[config.mk]
export PLATFORM = sky130hd
export DESIGN_NAME = ip_encode
export DESIGN_NICKNAME = d
export VERILOG_FILES = /design/src/rtl/ip_encode.sv
export SDC_FILE = /design/constraint.sdc
export NUM_CORES = 1
export LEC_CHECK = 0
export CAP_MARGIN = 20
export CELL_PAD_IN_SITES_DETAIL_PLACEMENT = 1
export CELL_PAD_IN_SITES_GLOBAL_PLACEMENT = 1
export CORE_MARGIN = 1
export CORE_UTILIZATION = 45
export CTS_CLUSTER_DIAMETER = 50
export DETAILED_ROUTE_END_ITERATION = 10
export GPL_ROUTABILITY_DRIVEN = 0
export PLACE_DENSITY_LB_ADDON = 0.1
export REMOVE_ABC_BUFFERS = 1
export SETUP_SLACK_MARGIN = 0.02
export SYNTH_ARGS = -nofsm -noshare
export SYNTH_HDL_FRONTEND = slang
export SYNTH_SLANG_ARGS = --single-unit
[constraint.sdc]
create_clock -name clk -period 7.8 [get_ports clk]
set_input_delay 0.78 -clock clk [delete_from_list [all_inputs] [get_ports clk]]
set_output_delay 0.78 -clock clk [all_outputs]
set_load 0.03 [all_outputs]
[src/rtl/ip_encode.sv]
// ---------------------------------------------------------------------------
// ip_encode
// Byte-serial IPv4 header generator and payload framer (transmit path).
// On an accepted start the addressing/length fields are latched, the header
// checksum is accumulated one 16-bit word per cycle, then a 20-byte IPv4
// header (IHL=5, no options) is emitted big-endian, followed by payload_len
// payload bytes passed straight through from the upstream source.
//
// Ports
//   clk, rst            clock, asynchronous active-high reset
//   start               packet request, sampled only in IDLE
//   sa, da              source / destination address (latched on start)
//   protocol            IP protocol number (latched on start)
//   payload_len         payload byte count (latched on start, max 65515)
//   pl_din/pl_valid     upstream payload byte stream
//   pl_ready            payload byte accepted this cycle
//   dout/dout_valid     output byte stream towards the Ethernet TX framer
//   dout_ready          downstream accepts byte
//   busy                high in any state other than IDLE
//   done                one-cycle pulse after the final byte transfers
//   err                 one-cycle pulse when start is rejected (oversize)
// ---------------------------------------------------------------------------
module ip_encode #(
  parameter logic [7:0] TTL = 8'd64,
  parameter logic       DF  = 1'b1
) (
  input  logic        clk,
  input  logic        rst,
  input  logic        start,
  input  logic [31:0] sa,
  input  logic [31:0] da,
  input  logic [7:0]  protocol,
  input  logic [15:0] payload_len,
  input  logic [7:0]  pl_din,
  input  logic        pl_valid,
  output logic        pl_ready,
  output logic [7:0]  dout,
  output logic        dout_valid,
  input  logic        dout_ready,
  output logic        busy,
  output logic        done,
  output logic        err
);

  typedef enum logic [2:0] {
    S_IDLE,
    S_CALC,
    S_FOLD,
    S_HEADER,
    S_PAYLOAD,
    S_DONE
  } state_t;

  // Largest payload that keeps total_len = payload_len + 20 within 16 bits.
  localparam logic [15:0] MAX_PL_LEN = 16'd65515;

  state_t      r_state;
  state_t      w_next_state;

  logic [31:0] r_sa;
  logic [31:0] r_da;
  logic [7:0]  r_proto;
  logic [15:0] r_len;
  logic [15:0] r_total;
  logic [15:0] r_ident;
  logic [15:0] r_acc;
  logic [15:0] r_csum;
  logic [3:0]  r_widx;
  logic [4:0]  r_bidx;
  logic [15:0] r_pcnt;
  logic [7:0]  r_dout;
  logic        r_dout_valid;
  logic        r_err;

  logic        w_accept;
  logic        w_reject;
  logic        w_hdr_xfer;
  logic        w_pl_xfer;
  logic [15:0] w_pcnt_next;
  logic [4:0]  w_load_idx;
  logic [3:0]  w_word_idx;
  logic [15:0] w_csum_field;
  logic [15:0] w_word;
  logic [7:0]  w_hdr_byte;
  logic [16:0] w_sum;

  assign w_accept    = (r_state == S_IDLE) && start && (payload_len <= MAX_PL_LEN);
  assign w_reject    = (r_state == S_IDLE) && start && (payload_len >  MAX_PL_LEN);
  assign w_hdr_xfer  = (r_state == S_HEADER) && r_dout_valid && dout_ready;
  assign w_pl_xfer   = (r_state == S_PAYLOAD) && pl_valid && dout_ready;
  assign w_pcnt_next = r_pcnt + 16'd1;

  // Byte to load into the output register: the current index while the
  // register is empty, otherwise the one after the byte now transferring.
  assign w_load_idx  = r_dout_valid ? (r_bidx + 5'd1) : r_bidx;

  // One header-word mux shared by the checksum pass and the byte emitter;
  // the checksum field reads as zero while it is still being computed.
  assign w_word_idx   = (r_state == S_CALC) ? r_widx : w_load_idx[4:1];
  assign w_csum_field = (r_state == S_CALC) ? 16'h0000 : r_csum;

  always_comb begin
    // NOTE: every combinational output gets a default before the case so no
    // path leaves it unassigned, which would otherwise infer a latch.
    w_word = 16'h0000;
    case (w_word_idx)
      4'd0:    w_word = {4'h4, 4'h5, 8'h00};
      4'd1:    w_word = r_total;
      4'd2:    w_word = r_ident;
      4'd3:    w_word = {1'b0, DF, 14'b0};
      4'd4:    w_word = {TTL, r_proto};
      4'd5:    w_word = w_csum_field;
      4'd6:    w_word = r_sa[31:16];
      4'd7:    w_word = r_sa[15:0];
      4'd8:    w_word = r_da[31:16];
      4'd9:    w_word = r_da[15:0];
      default: w_word = 16'h0000;
    endcase
  end

  // Big-endian: even byte index is the high half of the word.
  assign w_hdr_byte = w_load_idx[0] ? w_word[7:0] : w_word[15:8];
  assign w_sum      = {1'b0, r_acc} + {1'b0, w_word};

  // -------------------------------------------------------------------------
  // FSM state register
  // -------------------------------------------------------------------------
  always_ff @(posedge clk or posedge rst) begin
    // NOTE: sequential state uses non-blocking assignments so every register
    // samples pre-edge values regardless of block ordering.
    if (rst) r_state <= S_IDLE;
    else     r_state <= w_next_state;
  end

  // -------------------------------------------------------------------------
  // FSM next state and outputs
  // -------------------------------------------------------------------------
  always_comb begin
    w_next_state = r_state;
    busy         = (r_state != S_IDLE);
    done         = (r_state == S_DONE);
    err          = r_err;
    pl_ready     = 1'b0;
    dout         = r_dout;
    dout_valid   = r_dout_valid;
    case (r_state)
      S_IDLE:    if (w_accept) w_next_state = S_CALC;
      S_CALC:    if (r_widx == 4'd9) w_next_state = S_FOLD;
      S_FOLD:    w_next_state = S_HEADER;
      S_HEADER: begin
        if (w_hdr_xfer && (r_bidx == 5'd19))
          w_next_state = (r_len != 16'd0) ? S_PAYLOAD : S_DONE;
      end
      S_PAYLOAD: begin
        // Payload bypasses the output register entirely.
        dout       = pl_din;
        dout_valid = pl_valid;
        pl_ready   = dout_ready;
        if (w_pl_xfer && (w_pcnt_next == r_len)) w_next_state = S_DONE;
      end
      S_DONE:    w_next_state = S_IDLE;
      default:   w_next_state = S_IDLE;
    endcase
  end

  // -------------------------------------------------------------------------
  // Datapath
  // -------------------------------------------------------------------------
  always_ff @(posedge clk or posedge rst) begin
    if (rst) begin
      r_sa         <= '0;
      r_da         <= '0;
      r_proto      <= '0;
      r_len        <= '0;
      r_total      <= '0;
      r_ident      <= '0;
      r_acc        <= '0;
      r_csum       <= '0;
      r_widx       <= '0;
      r_bidx       <= '0;
      r_pcnt       <= '0;
      r_dout       <= '0;
      r_dout_valid <= 1'b0;
      r_err        <= 1'b0;
    end else begin
      r_err <= 1'b0;
      case (r_state)
        S_IDLE: begin
          if (w_accept) begin
            r_sa    <= sa;
            r_da    <= da;
            r_proto <= protocol;
            r_len   <= payload_len;
            r_total <= payload_len + 16'd20;
            r_acc   <= '0;
            r_widx  <= '0;
          end
          if (w_reject) r_err <= 1'b1;
        end
        S_CALC: begin
          // Ones-complement add: the carry out is folded back every cycle,
          // and the folded value can never carry again (max 0xFFFE + 1).
          r_acc  <= w_sum[15:0] + {15'd0, w_sum[16]};
          r_widx <= r_widx + 4'd1;
        end
        S_FOLD: begin
          // Carry is already folded in CALC, so only the complement remains.
          // A result of 0x0000 is sent as-is.
          r_csum       <= ~r_acc;
          r_bidx       <= '0;
          r_pcnt       <= '0;
          r_dout_valid <= 1'b0;
        end
        S_HEADER: begin
          if (!r_dout_valid) begin
            r_dout       <= w_hdr_byte;
            r_dout_valid <= 1'b1;
          end else if (dout_ready) begin
            if (r_bidx == 5'd19) begin
              r_dout       <= '0;
              r_dout_valid <= 1'b0;
            end else begin
              r_bidx <= r_bidx + 5'd1;
              r_dout <= w_hdr_byte;
            end
          end
        end
        S_PAYLOAD: begin
          if (w_pl_xfer) r_pcnt <= w_pcnt_next;
        end
        S_DONE: begin
          r_ident <= r_ident + 16'd1;
        end
        default: ;
      endcase
    end
  end

endmodule
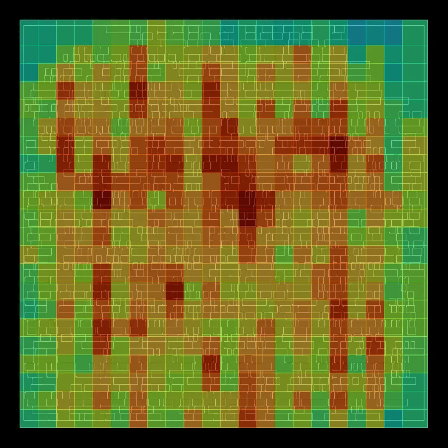
(routing congestion)
Global Route met2 Usage: 47.1%
overall fraction of global-route tracks in use: 27.5%
M1 GR Usage: 36.1%
GRT Max-Usage Layer: met2
met3 track demand over resource: 3.98%

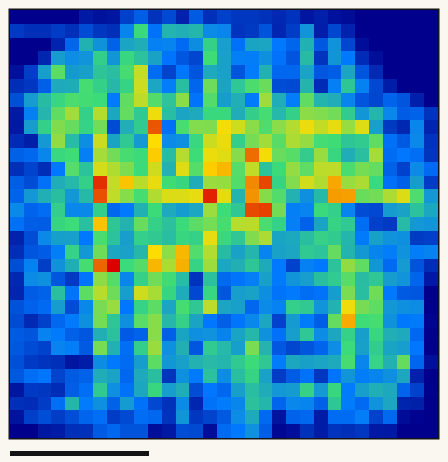
(routed metal per tile)
Scale bar: 50 um. The die is cut into 31 by 31 equal tiles; dark blue is low, red is high, scaled to the fullest tile. Values are wire area over tile area, all layers added.
mean over tiles	0.20
fullest tile	0.61
emptiest ninth of the die	upper right
tiles over half the peak	21%
nearly empty tiles	5.7%

==> notes.md <==
Implementation results. Maximum buffer depth of the clock tree landed at 2. Chip area landed at about 24000 sq um. Number of buffers and inverters on the critical path landed at 1.

The region available for standard cell placement spans 22700 sq um. In this run the cell area of the synthesized design comes to 10500 sq um. Peak per-stage delay on the critical path landed at between 0.8 and 0.9 ns. After layout, the setup clock skew is reported as about 0.014 ns. Per the Yosys statistics, synthesis produced a little over 1000 cells.

Number of warnings the tools reported landed at 30. Number of antenna violations at the first check in global routing landed at 0. The worst hold path terminates at r_csum[11]. The synthesis report lists the Yosys warning total as 0. Maximum net fanout on the critical path landed at 39. STA lists the startpoint of the worst register-to-register path as r_state[1]. Number of flops mapped to enable cells by yosys landed at 0. The completed layout was analyzed and its total power is 6220 uW.

Number of gates resized after cts landed at 0. Highest attainable clock frequency landed at 0.150 GHz. Wire segments on met2 add up to 15500 um in the final route. The worst register-to-register path depth is 23. The filler cells instantiated in the layout total 2482.

Post-cts hold-fix buffer tally landed at 0. Note that the worst hold path type here is register to register. Among cell families on the critical path, the largest total delay comes from simple AND/OR/NAND/NOR gates. Starting utilization of the core area landed at 46.0%. Per the final timing report, the hold violations number 0. For reference, the mux area share after synthesis is 11.0%. By count the netlist is led by 188 x sky130_fd_sc_hd__dfrtp_1, 123 x sky130_fd_sc_hd__nand2_1, 100 x sky130_fd_sc_hd__mux2_2, 65 x sky130_fd_sc_hd__o21ai_0, 55 x sky130_fd_sc_hd__nor2_1. Y dimension of the die landed at 154 um. TritonCTS sink count landed at 188. The worst setup path is launched from a register. XOR/XNOR share of the synthesized area landed at roughly 6.5%. Mean instance size in the synthesized netlist landed at 10.3 sq um. Setup repair after global routing left no endpoint under its margin.

Met3 routed wirelength landed at approximately 1100 um. Measured against its own limit, the worst slew margin works out to 26.7%. Overflow left after global routing landed at 0. In the Yosys stats the netlist draws on 78 distinct library cells.

By instance count, the cell type seen most on the critical path is sky130_fd_sc_hd__a21o_1. The power report puts the leakage power at 0.00513 uW. In the post-synthesis netlist, the cell with the most instances is sky130_fd_sc_hd__dfrtp_1. Clock latency on the worst-skew pair, taken at its later pin, is about 0.45 ns. In the final layout, flip-flops and latches occupy roughly 4700 sq um. The main area contributors are sky130_fd_sc_hd__dfrtp_1 45%, sky130_fd_sc_hd__mux2_2 11%, sky130_fd_sc_hd__nand2_1 4.4%, sky130_fd_sc_hd__xnor2_1 4.1%, sky130_fd_sc_hd__o21ai_0 3.1%. For reference, the critical path cell chain is or3b_1 -> buf_4 -> nor2_4 -> a21o_1 -> nor3_2 -> a22o_1 -> a221oi_2 -> o21ai_1 -> ha_1 -> fa_1 -> a21o_1 -> a221oi_2 -> o2111ai_1 -> a31o_2 -> a21o_1 -> ha_1 -> and3_1 -> and3b_1 -> nand4_1 -> nor4_2 -> nand4_1 -> xnor2_1 -> o22ai_1. In the final layout, the share of cells above drive strength 1 is 15.1%. Per the hold report, the tightest min-delay path originates at r_csum[11]. The number of maximum-capacitance violations recorded for the run is 0. The final timing summary puts the cycle share of the worst path at about 85%. Met1 wire length landed at 14000 um. After detailed routing, no signal wire sits above met4. Row count landed at 55. Total CTS buffers landed at 17.

Of all flip-flops after synthesis, the portion carrying an async set or reset was 100%. Power density over cell area landed at between 500 and 600 nW/um^2. Of the total synthesized cell area, the portion taken by AND, OR, NAND and NOR gates is 15.6%. Count of unresolved DRC violations after routing landed at 0. The post-synth register bit count is 188. Count of final max-slew check failures landed at 0. Per the STA report, the cell with the highest stage delay on the worst path is sky130_fd_sc_hd__nor3_2.

Of the synthesized area, sequential elements account for between 40 and 50%. In the final report, the number of endpoints failing setup comes to 0. Horizontal die dimension landed at 154 um. The commonest register cell is sky130_fd_sc_hd__dfrtp_1.

Pin placement for this block handled 114 I/O pins. Chip area estimate from yosys synthesis landed at ~10000 sq um. The final antenna diode tally reported by the flow is 0.

After synthesis, the largest area contributor takes up 45.0% of total cell area. The largest total area in the synthesized netlist belongs to sky130_fd_sc_hd__dfrtp_1. According to the finish report, the design has a final net count of 1234.

Per the log, the first TritonRoute iteration ended with a DRC count of 448. The detail route stage leaves a number of antenna-violating nets equal to 0. In the CTS report, the clock slew at the register clock pins of the worst setup and hold paths is listed as 0.08 ns.

Per the synthesis report, the adder-cell share of the synthesized area is 3.18%. Worst-case register-to-register setup slack landed at roughly 1.2 ns. Count of cells along the worst hold path landed at 2. Aoi/oai-family share of the synthesized area landed at 15.6%. Setup TNS after final layout landed at 0 ns. Average routed wire per standard cell landed at 22.3 um. The worst setup path is captured at a register. Count of buffers inserted at the top-level ports landed at 113.

Number of levels in the clock H-tree landed at 4. Via count of the first global-routing pass landed at around 9000. STA lists the endpoint of the worst register-to-register path as r_acc[15]. The transition time recorded at the tightest slew-check pin is 1.09 ns. Among the non-sequential cells, AND-OR/OR-AND gates take the most area.

Synthesis-to-layout area growth landed at 18.1%. TritonCTS built the clock tree. Per the repair_timing log after CTS, setup buffers inserted total 0.

Via count of the routed design landed at about 8400. The flow ran to the end, and the final reports show no timing, DRC or antenna violations. Area of combinational cells with multiple inputs landed at about 5400 sq um. The routed design could run at a clock period as short as ~6.6 ns. For reference, the most critical setup path is categorized as register to register. The routed design has roughly 31000 um of wire. The worst-case IR drop observed on VDD is 0.000355 V. Placed wire-length estimate after detailed placement landed at 23200 um.

According to the report, the first pass of detailed routing completed in 6 iterations.
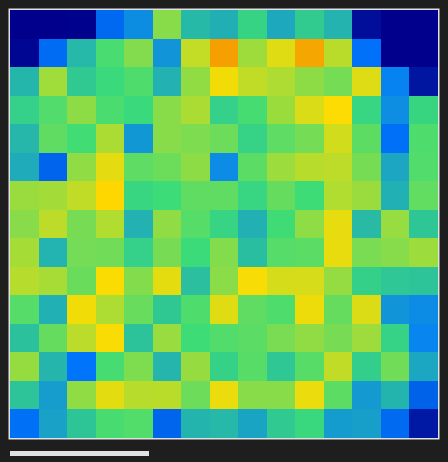
(cell area per tile)
Scale bar: 50 um. The die is cut into 15 by 15 equal tiles; dark blue is low, red is high, 0 to 100% covered.
mean over tiles	50%
fullest tile	82%
nearly empty tiles	3.6%

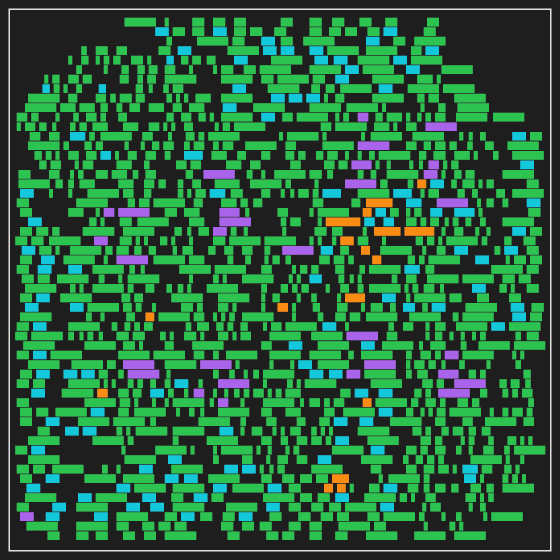
(drive-strength map)
size	color	cells	share	most used
drive 6 and up	purple	31	2.8%	clkbuf_16
drive 3 to 4	orange	17	1.5%	buf_4
drive 2	cyan	121	11%	mux2_2
drive 1 or less	green	951	85%	dfrtp_1

## worst max path at each step
stage / startpoint / end / slack [ns] / cells after the start
floorplan: payload_len[2] / r_widx[3] / 0.13 / 7
finish: r_state[1] / r_acc[15] / 1.15 / 23
detailed placement: r_state[1] / r_acc[15] / 1.26 / 23
CTS: r_state[1] / r_acc[15] / 1.22 / 23
global route: r_state[1] / r_acc[15] / 0.70 / 23
global placement: r_state[1] / r_acc[15] / 1.45 / 23
## power breakdown
| group | switching (uW) | internal, uW | total [uW] |
|---|---|---|---|
| Combinational | 2050 | 1470 | 3520 |
| Clock | 451 | 433 | 884 |
| Sequential | 420 | 1390 | 1810 |
| Total | 2920 | 3300 | 6220 |
## cell usage in the layout, fill, tap and decap left out, types with 10 or more instances in the layout
master,count
sky130_fd_sc_hd__nor3_1,16
sky130_fd_sc_hd__and3_1,18
sky130_fd_sc_hd__inv_1,18
sky130_fd_sc_hd__nand3_1,33
sky130_fd_sc_hd__nand2_1,123
sky130_fd_sc_hd__xor2_1,27
sky130_fd_sc_hd__mux2_2,100
sky130_fd_sc_hd__nor2_1,55
sky130_fd_sc_hd__xnor2_1,49
sky130_fd_sc_hd__a21oi_1,33
sky130_fd_sc_hd__clkdlybuf4s50_1,113
sky130_fd_sc_hd__clkbuf_16,17
sky130_fd_sc_hd__o22ai_1,16
sky130_fd_sc_hd__ha_1,25
sky130_fd_sc_hd__and2_1,13
sky130_fd_sc_hd__nand4_1,17
sky130_fd_sc_hd__dfrtp_1,188
sky130_fd_sc_hd__a22oi_1,20
sky130_fd_sc_hd__o21ai_0,65
sky130_fd_sc_hd__a21o_1,10
## metrics by stage
step | hold WS, ns | setup slack [ns] | instances | util, % | area, sq um
floorplan | 0.442 | 0.135 | 968 | - | 10200
global placement | 0.459 | 1.45 | 1373 | 51.8 | 11800
detailed placement | 0.465 | 1.26 | 1373 | 51.8 | 11800
CTS | 0.491 | 1.22 | 1405 | 54.4 | 12300
global route | 0.517 | 0.697 | 1405 | 54.4 | 12300
finish | 0.488 | 1.15 | 1405 | 54.4 | 12300
## registers in the layout (all words and copies together) (netlist names)
| register | count |
|---|---|
| r_da | 32 |
| r_sa | 32 |
| r_acc | 16 |
| r_csum | 16 |
| r_ident | 16 |
| r_len | 16 |
| r_pcnt | 16 |
| r_total | 14 |
| r_dout | 8 |
| r_proto | 8 |
| r_bidx | 5 |
| r_widx | 4 |
| r_state | 3 |
| err | 1 |
| r_dout_valid | 1 |
## area by class of cell
class                   count  share of cell area [%]
multi-input cells         761                    44.0
well taps                 285                    2.89
repair buffers            120                    9.58
clock buffers              17                    3.44
clock inverters            15                    1.34
inverters                  19                   0.638
flip-flops and latches    188                    38.1
## metal layers
| layer | GRT usage [%] | up-vias |
|---|---|---|
| li1 | - | 3885 |
| met1 | 36.1 | 4324 |
| met2 | 47.1 | 182 |
| met3 | 3.98 | 46 |
| met4 | 8.16 | 0 |
| met5 | 0 | - |
Power and IR drop assume default switching activity.
